`src/rtl/seq_subtractor.sv`:
```
// -----------------------------------------------------------------------------
// seq_subtractor
//
// Multi-cycle unsigned subtractor: diff = a - b - bin over WIDTH bits, DIGIT
// bits per clock, with the borrow carried between digits in a flop.
// A two-state FSM (IDLE/RUN) runs each operation in N = WIDTH/DIGIT cycles
// behind a start/done handshake.
//
// Parameters
//   WIDTH  operand/result width (>= 1)
//   DIGIT  bits processed per clock (1..WIDTH, WIDTH % DIGIT == 0)
//
// Ports
//   clk    in   clock, rising edge
//   rst_n  in   asynchronous active-low reset
//   start  in   request, accepted while busy = 0
//   a      in   minuend, sampled with start
//   b      in   subtrahend, sampled with start
//   bin    in   borrow-in, sampled with start
//   busy   out  operation in progress
//   done   out  one-cycle pulse, diff/bout valid
//   diff   out  result, held until the next operation overwrites it
//   bout   out  final borrow-out (1 means a < b + bin)
//
// Configuration macro
//   SEQ_SUB_SAT_EN  when defined, a final borrow forces diff to 0 (unsigned
//                   floor saturation); bout still reports the borrow.
// -----------------------------------------------------------------------------
module seq_subtractor #(
    parameter int WIDTH = 16,
    parameter int DIGIT = 4
) (
    input  logic             clk,
    input  logic             rst_n,
    input  logic             start,
    input  logic [WIDTH-1:0] a,
    input  logic [WIDTH-1:0] b,
    input  logic             bin,
    output logic             busy,
    output logic             done,
    output logic [WIDTH-1:0] diff,
    output logic             bout
);

    localparam int N  = WIDTH / DIGIT;
    localparam int CW = (N > 1) ? $clog2(N) : 1;

    generate
        if (WIDTH < 1 || DIGIT < 1 || DIGIT > WIDTH || (WIDTH % DIGIT) != 0) begin : g_bad_cfg
            $error("seq_subtractor: illegal WIDTH/DIGIT combination");
        end
    endgenerate

    typedef enum logic {
        S_IDLE,
        S_RUN
    } state_t;

    state_t           state_q, state_d;
    logic [CW-1:0]    cnt_q,   cnt_d;
    logic [WIDTH-1:0] a_q,     a_d;
    logic [WIDTH-1:0] b_q,     b_d;
    logic             brw_q,   brw_d;
    logic [WIDTH-1:0] diff_q,  diff_d;
    logic             bout_q,  bout_d;
    logic             done_q,  done_d;

    // One digit of the subtraction. Operands are shifted right each RUN
    // cycle, so the current digit always sits in the low DIGIT bits; the
    // extra MSB of the DIGIT+1 result is the borrow out of this digit.
    logic [DIGIT:0]   dig_full;
    logic [DIGIT-1:0] dig_d;
    logic             dig_brw;

    always_comb begin
        dig_full = {1'b0, a_q[DIGIT-1:0]} - {1'b0, b_q[DIGIT-1:0]} - {{DIGIT{1'b0}}, brw_q};
        dig_d    = dig_full[DIGIT-1:0];
        dig_brw  = dig_full[DIGIT];
    end

    always_comb begin
        state_d = state_q;
        cnt_d   = cnt_q;
        a_d     = a_q;
        b_d     = b_q;
        brw_d   = brw_q;
        diff_d  = diff_q;
        bout_d  = bout_q;
        done_d  = 1'b0;

        case (state_q)
            S_IDLE: begin
                if (start) begin
                    state_d = S_RUN;
                    cnt_d   = '0;
                    a_d     = a;
                    b_d     = b;
                    brw_d   = bin;
                end
            end

            S_RUN: begin
                a_d   = a_q >> DIGIT;
                b_d   = b_q >> DIGIT;
                brw_d = dig_brw;

                // Write only the digit slot selected by the counter so the
                // previous result stays intact until its digits are replaced.
                for (int k = 0; k < N; k++) begin
                    if (cnt_q == CW'(k)) begin
                        diff_d[k*DIGIT +: DIGIT] = dig_d;
                    end
                end

                if (cnt_q == CW'(N - 1)) begin
                    state_d = S_IDLE;
                    done_d  = 1'b1;
                    bout_d  = dig_brw;
`ifdef SEQ_SUB_SAT_EN
                    if (dig_brw) begin
                        diff_d = '0;
                    end
`endif
                end else begin
                    cnt_d = cnt_q + CW'(1);
                end
            end

            default: begin
                state_d = S_IDLE;
            end
        endcase
    end

    always_ff @(posedge clk or negedge rst_n) begin
        if (!rst_n) begin
            state_q <= S_IDLE;
            cnt_q   <= '0;
            a_q     <= '0;
            b_q     <= '0;
            brw_q   <= 1'b0;
            diff_q  <= '0;
            bout_q  <= 1'b0;
            done_q  <= 1'b0;
        end else begin
            state_q <= state_d;
            cnt_q   <= cnt_d;
            a_q     <= a_d;
            b_q     <= b_d;
            brw_q   <= brw_d;
            diff_q  <= diff_d;
            bout_q  <= bout_d;
            done_q  <= done_d;
        end
    end

    assign busy = (state_q == S_RUN);
    assign done = done_q;
    assign diff = diff_q;
    assign bout = bout_q;

endmodule

```
`config.mk`:
```
export PLATFORM = sky130hd
export DESIGN_NAME = seq_subtractor
export DESIGN_NICKNAME = d
export VERILOG_FILES = /design/src/rtl/seq_subtractor.sv
export SDC_FILE = /design/constraint.sdc
export NUM_CORES = 1
export LEC_CHECK = 0
export CORE_MARGIN = 2
export CORE_UTILIZATION = 35
export DETAILED_ROUTE_END_ITERATION = 8
export PLACE_DENSITY = 0.72
export SLEW_MARGIN = 20
export SYNTH_ARGS = -nofsm -noshare
export SYNTH_HDL_FRONTEND = slang
export SYNTH_SLANG_ARGS = --single-unit
```
`constraint.sdc`:
```
create_clock -name clk -period 2.56 [get_ports clk]
set_clock_uncertainty 0.2 [all_clocks]
set_input_delay 0.512 -clock clk [delete_from_list [all_inputs] [get_ports clk]]
set_output_delay 0.512 -clock clk [all_outputs]
set_load 0.05 [all_outputs]
```
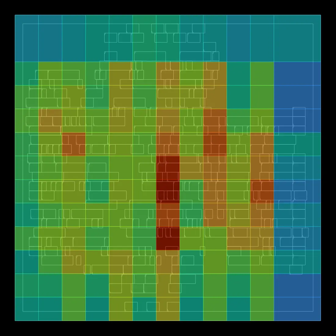
*Routing congestion map*
gr busiest metal: met2
Overall Global Routing Usage: 0.1334
post-DR wirelength/cell: 12.48 microns

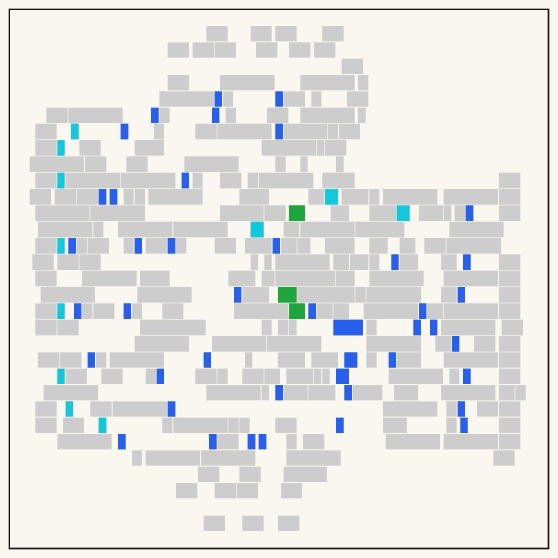
*Selected gate families*
(6 px per micron)
color	family	cells
cyan	NOR gates	11
blue	NAND gates	43
green	AND-OR and OR-AND gates	3

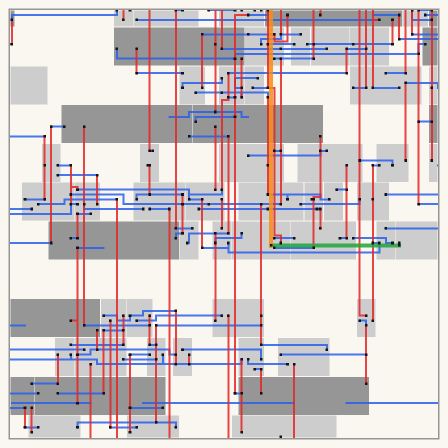
*Close-up of the layout*
Window x 30 to 60, y 12 to 42 microns. Cells in gray, sequential cells in the stronger gray; small squares are vias.
color	layer
blue	met1
red	met2
orange	met4
green	met3
sequential cells in the window	7
netlist names of flops here include	a_q (5), cnt_q (2)
cells with their middle in the window	47
most frequent	nand2_1 (8), mux2i_1 (7), dfrtp_1 (7)

==> flow_summary.ini <==
; flow metrics
[critical_path]
crit_fanout = 3
worst-r2r-setup-slack_ns = -0.11
cpMaxStageDelayCell = fa_1
cp_cell_sequence = inv_2 -> fa_1 -> inv_1 -> ha_2 -> or2_4 -> fa_2 -> nand2b_4 -> a21o_1 -> a211o_1
worstReg2RegStart = b_q[0]
worst-setup-path-type = register to register
critPathCapture = bout
crit_arrival_ns = 2.67
ff2ff_path_depth = 9
crit_required_ns = 2.56
worstSetupStartpointType = register
max_stage_delay_ns = 0.56
end_kind = register
crit_start = b_q[0]
r2r-end = bout

[flow_run]
warnings = 33
drv_cap = 0

[logic_synthesis]
ys_seq_share = 0.5266
synth.distinct_cells = 30
synthesis.area_sq_mm = 0.002566
ff_type = dfrtp_1
ys_seq_elements = 54
yosysWarnings = 0
syn_area_per_cell_sq_um = 10.92
edf_count = 0
ys_area_sq_mm = 0.002566
synthCells = 235
async_flop_share = 1.000
ys_cells = 235
floorplan.nets = 283

[global_routing]
grt_pass1_wl_mm = 8.162
antenna_found_initial = 0
overflow = 0
grt_max_degree = 55
grt_pass1_vias = 1746

[floorplan]
die-area_sq_mm = 0.008033
core_area_sq_mm = 0.007176
die_h_microns = 89.63
io_pins = 55
fp_util = 0.3576
die_x_microns = 89.63
rows = 31

[cells_and_area]
drive_gt1_frac = 0.1000
lay_top_count = dfrtp_1
antennaDiodeCount = 0
final_cell_mix = dfrtp_1 (53), clkdlybuf4s50_1 (51), nand2_1 (40)
final_cells = 389
area_delta_synth_final_pct = 30.08
layout.nets = 337

[power_and_ir_drop]
p_leak_nw = 1.540
p_per_area_mw_per_mm2 = 1246
ir_worst_vdd_uv = 453.0
fin_total_pwr_mw = 4.160

[clock_tree]
h-tree-depth = 2
cts_made_buffers = 5
post_cts_buffers = 0
clock_path_buffers = 2
cts_tree = yes
clk_pin_slew_ns = 0.10
clkLatencyLatePin_ns = 0.32
clkSinkCount = 54
root_buffer = clkbuf_8
hold_buffers = 0

[timing]
finalHoldViolations = 0
fin_ws_ns = -0.1111
fin_crit_ns = 2.671
rsz0062_at_grt = yes
timing.slew.headroom = 0.5541
fin_crit_sh = 1.043
tightest_slew_ns = 0.6689
fin_hold_ws_ns = 0.1074
fmax_mhz = 374.4
finalSetupViolCount = 4
slew_viol_final = 0

[placement]
hpwl_mm = 3.577
gp_congestion = 0.7903
port_buffers = 54
place_inst = 381

[drt]
wl_mm = 4.855
drt_iter0_markers = 66
vias_per_cell = 4.537
num_vias = 1765
first_pass_iters = 4
ant_nets = 0
drc_errors = 0

[outcome]
violations = negative setup slack
outcome = complete, but fails checks

[hold_path]
hold_path_class = input port to async pin
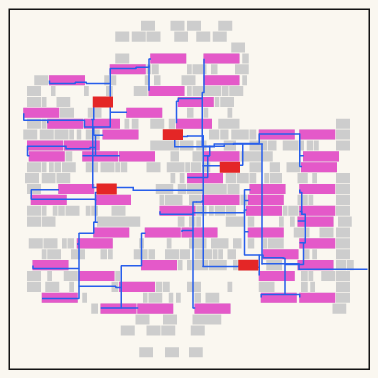
*Clock network drawn from the DEF*
(4 px per micron)
[red] cells driving clock nets | count: 5
[blue] clock wires | length: 669 microns
[magenta] flip-flops | count: 54
routed clock nets	6

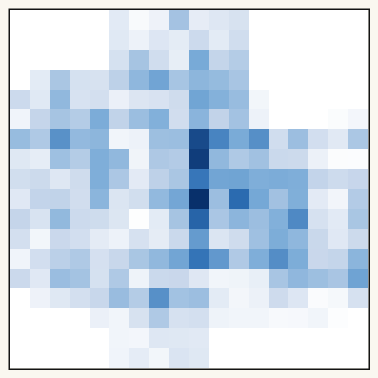
*Wire density map*
(4 px per micron) The die is cut into 18 by 18 equal tiles; white is low, dark blue is high, scaled to the fullest tile. Values are wire area over tile area, all layers added.
densest ninth of the die	middle
nearly empty tiles	26%
emptiest ninth of the die	top right
tiles over half the peak	7.1%
mean over tiles	0.095

[critical path: cells and delay by family, from the launching register on]
family / cells / cell delay [ns]
simple gates: 2 / 0.39
compound gates: 2 / 0.43
flops: 1 / 0.36
buf+inv: 2 / 0.09
fa+ha+maj: 3 / 1.08
[power breakdown]
part | internal (mW) | switching [mW] | total [mW]
Clock | 0.293 | 0.291 | 0.584
Combinational | 0.875 | 1.33 | 2.21
Sequential | 1.19 | 0.182 | 1.37
[flip-flops by register name, indices dropped and copies added, names as in the netlist]
| signal | flops |
|---|---|
| a_q | 16 |
| b_q | 16 |
| diff | 16 |
| cnt_q | 2 |
| bout | 1 |
| brw_q | 1 |
| busy | 1 |
| done | 1 |
[how the worst min path moves through the flow]
stage	endpoint	start	slack (ns)
finish	diff[8]	rst_n	0.11
CTS	diff[4]	rst_n	0.13
global route	diff[0]	rst_n	0.16
floorplan	a_q[0]	rst_n	0.02
global placement	diff[0]	diff[0]	0.26
detailed placement	diff[11]	diff[11]	0.27
[synthesized netlist by cell type (2+ instances only)]
cell	n	area, sq um
dfrtp_1	54	1351
nand2_1	40	150.1
o21ai_0	33	165.2
mux2i_1	32	320.3
inv_1	12	45.04
ha_1	10	125.1
nor2_1	8	30.03
o31ai_1	5	37.54
buf_2	4	20.02
a211oi_1	3	22.52
buf_4	3	22.52
buf_6	3	33.78
mux2_2	3	33.78
nor2b_1	3	18.77
a21oi_1	2	10.01
clkbuf_1	2	7.510
fa_1	2	40.04
mux2_1	2	22.52
nand2_2	2	12.51
xnor2_1	2	17.52
[cells by family (layout without fill, tap and decap cells)]
| logic type | Yosys count | after routing | share of synthesized area |
|---|---|---|---|
| AND-OR/OR-AND | 48 | 48 | 0.1097 |
| XOR/XNOR | 2 | 2 | 0.006827 |
| adder cells (fa/ha/maj) | 12 | 12 | 0.06436 |
| buffers and inverters | 24 | 79 | 0.05022 |
| flip-flops | 54 | 54 | 0.5266 |
| multiplexers | 37 | 37 | 0.1468 |
| AND/OR/NAND/NOR | 58 | 58 | 0.09557 |
[routing by layer]
layer | vias to the layer above | global-route usage | part of all wire
li1 | 901 | - | -
met1 | 816 | 0.1657 | 0.47
met2 | 40 | 0.2226 | 0.47
met3 | 8 | 0.03382 | 0.046
met4 | 0 | 0.05292 | 0.016
met5 | - | 0 | 0
[layout make-up]
cell class	instances	area [sq um]
clock buffer	5	68.82
fill	670	3837
multi-input combinational	157	1114
inverter	12	45.04
tap	99	123.9
clock inverter	3	43.79
sequential	54	1353
timing repair buffer	59	590.6
[timing repair]
| action | in CTS | in global routing |
|---|---|---|
| gates resized | 1 | 1 |
| pin swaps | 2 | 0 |
| gates cloned | 0 | 0 |
| setup endpoints to repair | 6 | 6 |
[through the flow]
stage / utilization / worst slack (ns) / cell area [sq um] / TNS, ns
4_1_cts: 0.4652 / -0.1124 / 3338 / -0.2523
3_3_place_gp: 0.4495 / -0.07615 / 3226 / -0.08784
3_5_place_dp: 0.4495 / -0.1730 / 3226 / -0.6586
2_1_floorplan: - / -0.05004 / 2594 / -0.05004
6_report: 0.4652 / -0.1111 / 3338 / -0.1602
5_1_grt: 0.4652 / -0.1966 / 3338 / -0.9202
